### config.mk
export PLATFORM = sky130hd
export DESIGN_NAME = pipe_reg
export DESIGN_NICKNAME = d
export VERILOG_FILES = /design/src/rtl/pipe_reg.sv
export SDC_FILE = /design/constraint.sdc
export NUM_CORES = 1
export LEC_CHECK = 0
export ABC_AREA = 1
export CAP_MARGIN = 15
export CORE_ASPECT_RATIO = 0.75
export CORE_MARGIN = 1
export CORE_UTILIZATION = 52
export CTS_CLUSTER_SIZE = 25
export DETAILED_ROUTE_END_ITERATION = 16
export GPL_TIMING_DRIVEN = 0
export HOLD_SLACK_MARGIN = 0.03
export PLACE_DENSITY = 0.81
export SLEW_MARGIN = 20
export SYNTH_ARGS = -nofsm -noshare
export SYNTH_HDL_FRONTEND = slang
export SYNTH_SLANG_ARGS = --single-unit
export TNS_END_PERCENT = 5
### constraint.sdc
create_clock -name clk_i -period 5.64 [get_ports clk_i]
set_input_delay 0.846 -clock clk_i [delete_from_list [all_inputs] [get_ports clk_i]]
set_output_delay 0.846 -clock clk_i [all_outputs]
set_load 0.02 [all_outputs]
### src/rtl/pipe_reg.sv
// Elastic valid/ready pipeline register: NUM_STAGES data registers, each with its
// own valid bit. Supports backpressure, bubble collapsing and a synchronous flush.
module pipe_reg #(
    parameter int                    ELEM_WIDTH  = 32,
    parameter int                    NUM_STAGES  = 2,
    parameter logic [ELEM_WIDTH-1:0] RESET_VALUE = '0
) (
    input  logic                              clk_i,
    input  logic                              arst_i,
    input  logic                              flush_i,
    input  logic                              in_valid_i,
    output logic                              in_ready_o,
    input  logic [ELEM_WIDTH-1:0]             in_data_i,
    output logic                              out_valid_o,
    input  logic                              out_ready_i,
    output logic [ELEM_WIDTH-1:0]             out_data_o,
    output logic [$clog2(NUM_STAGES+1)-1:0]   occupancy_o
);

    localparam int OCC_W = $clog2(NUM_STAGES + 1);

    if (NUM_STAGES < 1) begin : g_bad_stages
        $error("pipe_reg: NUM_STAGES must be >= 1");
    end

    logic [NUM_STAGES-1:0]                 vld_pipe;
    logic [NUM_STAGES-1:0][ELEM_WIDTH-1:0] data_q;
    logic [NUM_STAGES-1:0]                 adv;
    logic [OCC_W-1:0]                      occ_cnt;

    // adv[k]: the slot downstream of stage k can take a word this cycle. An empty
    // stage always reports ready, which is what squeezes bubbles out under stall.
    always_comb begin
        adv = '0;
        adv[NUM_STAGES-1] = out_ready_i;
        for (int k = NUM_STAGES - 2; k >= 0; k--)
            adv[k] = !vld_pipe[k+1] || adv[k+1];
    end

    always_ff @(posedge clk_i or posedge arst_i) begin
        if (arst_i) begin
            vld_pipe <= '0;
            data_q   <= {NUM_STAGES{RESET_VALUE}};
        end else if (flush_i) begin
            vld_pipe <= '0;
        end else begin
            if (adv[0]) begin
                vld_pipe[0] <= in_valid_i;
                data_q[0]   <= in_data_i;
            end
            // Data only follows a valid word, so bubbles never overwrite payload.
            for (int k = 1; k < NUM_STAGES; k++) begin
                if (adv[k-1]) begin
                    vld_pipe[k] <= vld_pipe[k-1];
                    if (vld_pipe[k-1])
                        data_q[k] <= data_q[k-1];
                end
            end
        end
    end

    always_comb begin
        occ_cnt = '0;
        for (int k = 0; k < NUM_STAGES; k++)
            occ_cnt = occ_cnt + OCC_W'(vld_pipe[k]);
    end

    // Combinational ready path from out_ready_i is deliberate (no skid buffer).
    assign in_ready_o  = adv[0] && !flush_i && !arst_i;
    assign out_valid_o = vld_pipe[NUM_STAGES-1];
    assign out_data_o  = data_q[NUM_STAGES-1];
    assign occupancy_o = occ_cnt;

endmodule

### Pin map, run 1

Bar = 20 um. Pins as bars across the die edge, other pins in gray.
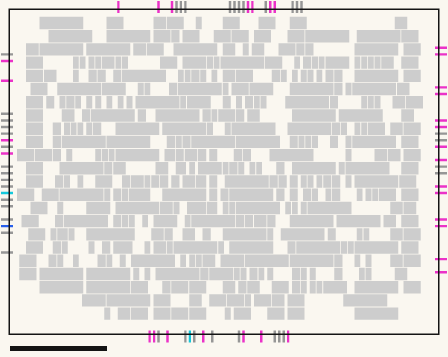
Magenta marks out_data_o, pins 32, direction output, edge 14 right, 7 top, 7 bottom, 4 left. Blue marks in_ready_o, pins 1, direction output, edge left. Cyan marks occupancy_o, pins 2, direction output, edge 1 left, 1 bottom.

### Cell placement, run 1

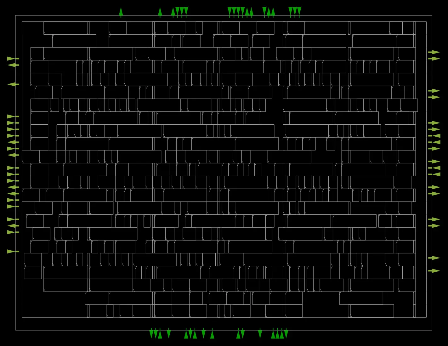
Core ar.: 5353 um^2
sequential share of cell area: 0.4219

==> impl_metrics.env, run 1 <==
# implementation run metrics
export IMPL_total_power_mw=1.333
export IMPL_min_delay_start="out_data_o[2]"
export IMPL_clkCellAreaFrac=0.04538
export IMPL_rrSetupSlack_ns=4.42
export IMPL_cts_buffers=9
export IMPL_yosys_warnings=0
export IMPL_crit_top_cell="clkdlybuf4s50_1"
export IMPL_wl_um=6432
export IMPL_p_sw_uw=385.8
export IMPL_logic_gate_count=202
export IMPL_gr_max_usage_layer="met2"
export IMPL_ys_area_um2=2893
export IMPL_crit_path_max_incr_delay_ns=0.61
export IMPL_synthSimpleGateAreaFrac=0.2937
export IMPL_chipArea_um2=5869
export IMPL_place_congestion=0.8128
export IMPL_crit_chain="clkdlybuf4s50_1 > inv_2 > nand2_2 > buf_4 > nor2_1 > clkdlybuf4s50_1"
export IMPL_avgViaCountPerCell=4.903
export IMPL_die_x_um=88.13
export IMPL_pin_count=73
export IMPL_fin_cells=485
export IMPL_ys_seq_elements=66
export IMPL_cp_start_kind="input pin"
export IMPL_n_antenna_cell=0
export IMPL_synth_seq_share=0.5709
export IMPL_grt_pass1_vias=2307
export IMPL_clkbuf_count=12
export IMPL_cts_tree="built"
export IMPL_layout_area_comb_um2=867.1
export IMPL_grt_pass1_wl_um=10540
export IMPL_grt_usage=0.2508
export IMPL_warning_count=26
export IMPL_finalCritPeriodShare=0.6092
export IMPL_rsz0062_at_grt="false"
export IMPL_clkPwrFrac=0.268
export IMPL_edf_count=0
export IMPL_drive_gt1_frac=0.1780
export IMPL_path_class="input pin to output port"
export IMPL_gr_usage_met3=0.08302
export IMPL_top_logic_kind="simple AND/OR/NAND/NOR gates"
export IMPL_whs_endpoint="out_data_o[2]"
export IMPL_cp_num_buf_inv=4
export IMPL_synth_area_top_cells="dfrtp_1, nand2_1, nand3_1"
export IMPL_fin_nets=445
export IMPL_io_buffer_count=72
export IMPL_outcome="completed"
export IMPL_cp_depth=6
export IMPL_swShare=0.2895
export IMPL_inverters=4
export IMPL_clock_skew_ns=0.004124
export IMPL_met2_usage=0.4167
export IMPL_tightest_slew_ns=0.2863
export IMPL_drc=0
export IMPL_slowest_stage="clkdlybuf4s50_1"
export IMPL_dp_hpwl_um=4543
export IMPL_die_height_um=66.60
export IMPL_vias=2378
export IMPL_pre_cts_ws_ns=2.231
export IMPL_crit_fanout=10
export IMPL_mostFrequentLayoutCell="nand2_1"
### Sizing map, run 1

Bar = 20 um.
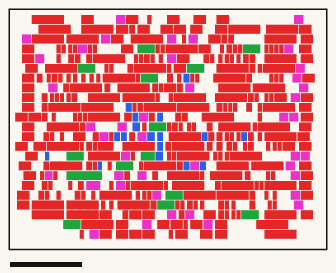
Blue marks _2 cells, cells 17. Green marks _6 and larger, cells 14. Red marks _0 and _1 cells, cells 337. Magenta marks _3 and _4 cells, cells 42.

### Met3 routing, run 1

Bar = 20 um.
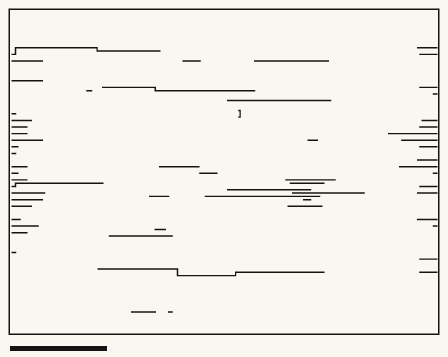
The layer holds 6.7% of the routed length. The wires run mostly horizontal. The layer carries 428 um of wire. 54 nets have wire on it.

==> inputs of run 2 (changes only) <==
--- a/config.mk
+++ b/config.mk
@@ -9,12 +9,12 @@
 export CAP_MARGIN = 15
 export CORE_ASPECT_RATIO = 0.75
 export CORE_MARGIN = 1
-export CORE_UTILIZATION = 52
+export CORE_UTILIZATION = 49
 export CTS_CLUSTER_SIZE = 25
 export DETAILED_ROUTE_END_ITERATION = 16
 export GPL_TIMING_DRIVEN = 0
 export HOLD_SLACK_MARGIN = 0.03
-export PLACE_DENSITY = 0.81
+export PLACE_DENSITY = 0.77
 export SLEW_MARGIN = 20
 export SYNTH_ARGS = -nofsm -noshare
 export SYNTH_HDL_FRONTEND = slang
==> constraint.sdc (replaced) <==
create_clock -name clk_i -period 3.45 [get_ports clk_i]
set_input_delay 0.5175 -clock clk_i [delete_from_list [all_inputs] [get_ports clk_i]]
set_output_delay 0.5175 -clock clk_i [all_outputs]
set_load 0.02 [all_outputs]
==> run 2 against run 1 <==
Effect of this change:
- setup slack got worse by 1.5 ns
- global-route usage fell by 2.2 points
- sequential share of layout area fell by 0.054 points
- core utilization fell by 2.2 points
- critical path depth did not move
- non-clock buffer count did not move
- critical endpoint unchanged
- largest cell class unchanged
- largest power group unchanged
==> impl_metrics.env, run 2 <==
# implementation run metrics
export IMPL_pin_count=73
export IMPL_n_antenna_cell=0
export IMPL_crit_fanout=10
export IMPL_grt_usage=0.2290
export IMPL_cts_buffers=9
export IMPL_synth_seq_share=0.5709
export IMPL_cp_num_buf_inv=4
export IMPL_outcome="completed"
export IMPL_crit_top_cell="clkdlybuf4s50_1"
export IMPL_clkbuf_count=12
export IMPL_cp_start_kind="input pin"
export IMPL_core_area_um2=5525
export IMPL_top_logic_kind="simple AND/OR/NAND/NOR gates"
export IMPL_pre_cts_ws_ns=0.7197
export IMPL_clock_skew_ns=0.006972
export IMPL_yosys_warnings=0
export IMPL_die_height_um=68.54
export IMPL_cp_depth=6
export IMPL_cts_tree="built"
export IMPL_slowest_stage="clkdlybuf4s50_1"
export IMPL_rrSetupSlack_ns=2.25
export IMPL_wl_um=6070
export IMPL_die_x_um=90.72
export IMPL_clkPwrFrac=0.273
export IMPL_grt_pass1_vias=2265
export IMPL_crit_path_max_incr_delay_ns=0.60
export IMPL_seq_share=0.4213
export IMPL_finalCritPeriodShare=0.7925
export IMPL_total_power_mw=2.177
export IMPL_drive_gt1_frac=0.1820
export IMPL_drc=0
export IMPL_met2_usage=0.3769
export IMPL_rsz0062_at_grt="false"
export IMPL_ys_area_um2=2893
export IMPL_place_congestion=0.7578
export IMPL_p_sw_uw=624.4
export IMPL_chipArea_um2=6218
### Routed metal, one color a layer, run 2

Bar = 20 um.
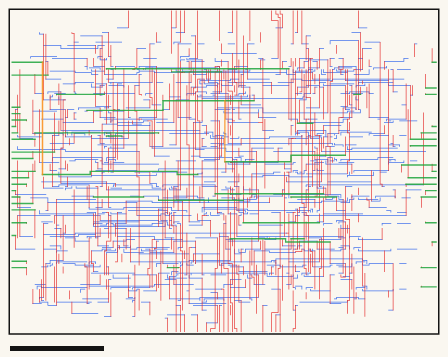
Green marks metal 3, wire length 424 um. Orange marks metal 4, wire length 36.7 um. Blue marks metal 1, wire length 2760 um. Red marks metal 2, wire length 2850 um.

### Sizing map, run 2

Bar = 20 um.
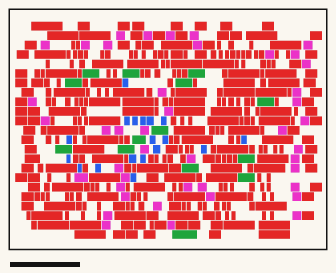
Blue marks _2 cells, cells 18. Green marks _6 and larger, cells 14. Red marks _0 and _1 cells, cells 337. Magenta marks _3 and _4 cells, cells 43.

### Met3 routing, run 2

Bar = 20 um.
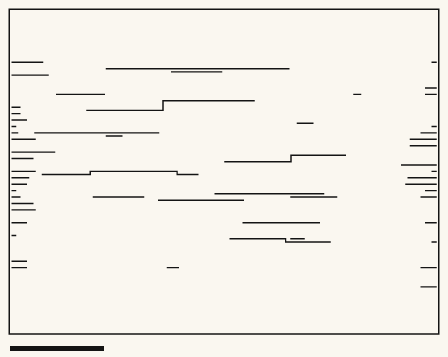
50 nets have wire on it. The longest straight run is 38.6 um. The wires run mostly horizontal. The layer carries 424 um of wire. The layer holds 7.0% of the routed length.

Power figures rest on the tool's default switching activity, not on a simulated workload.
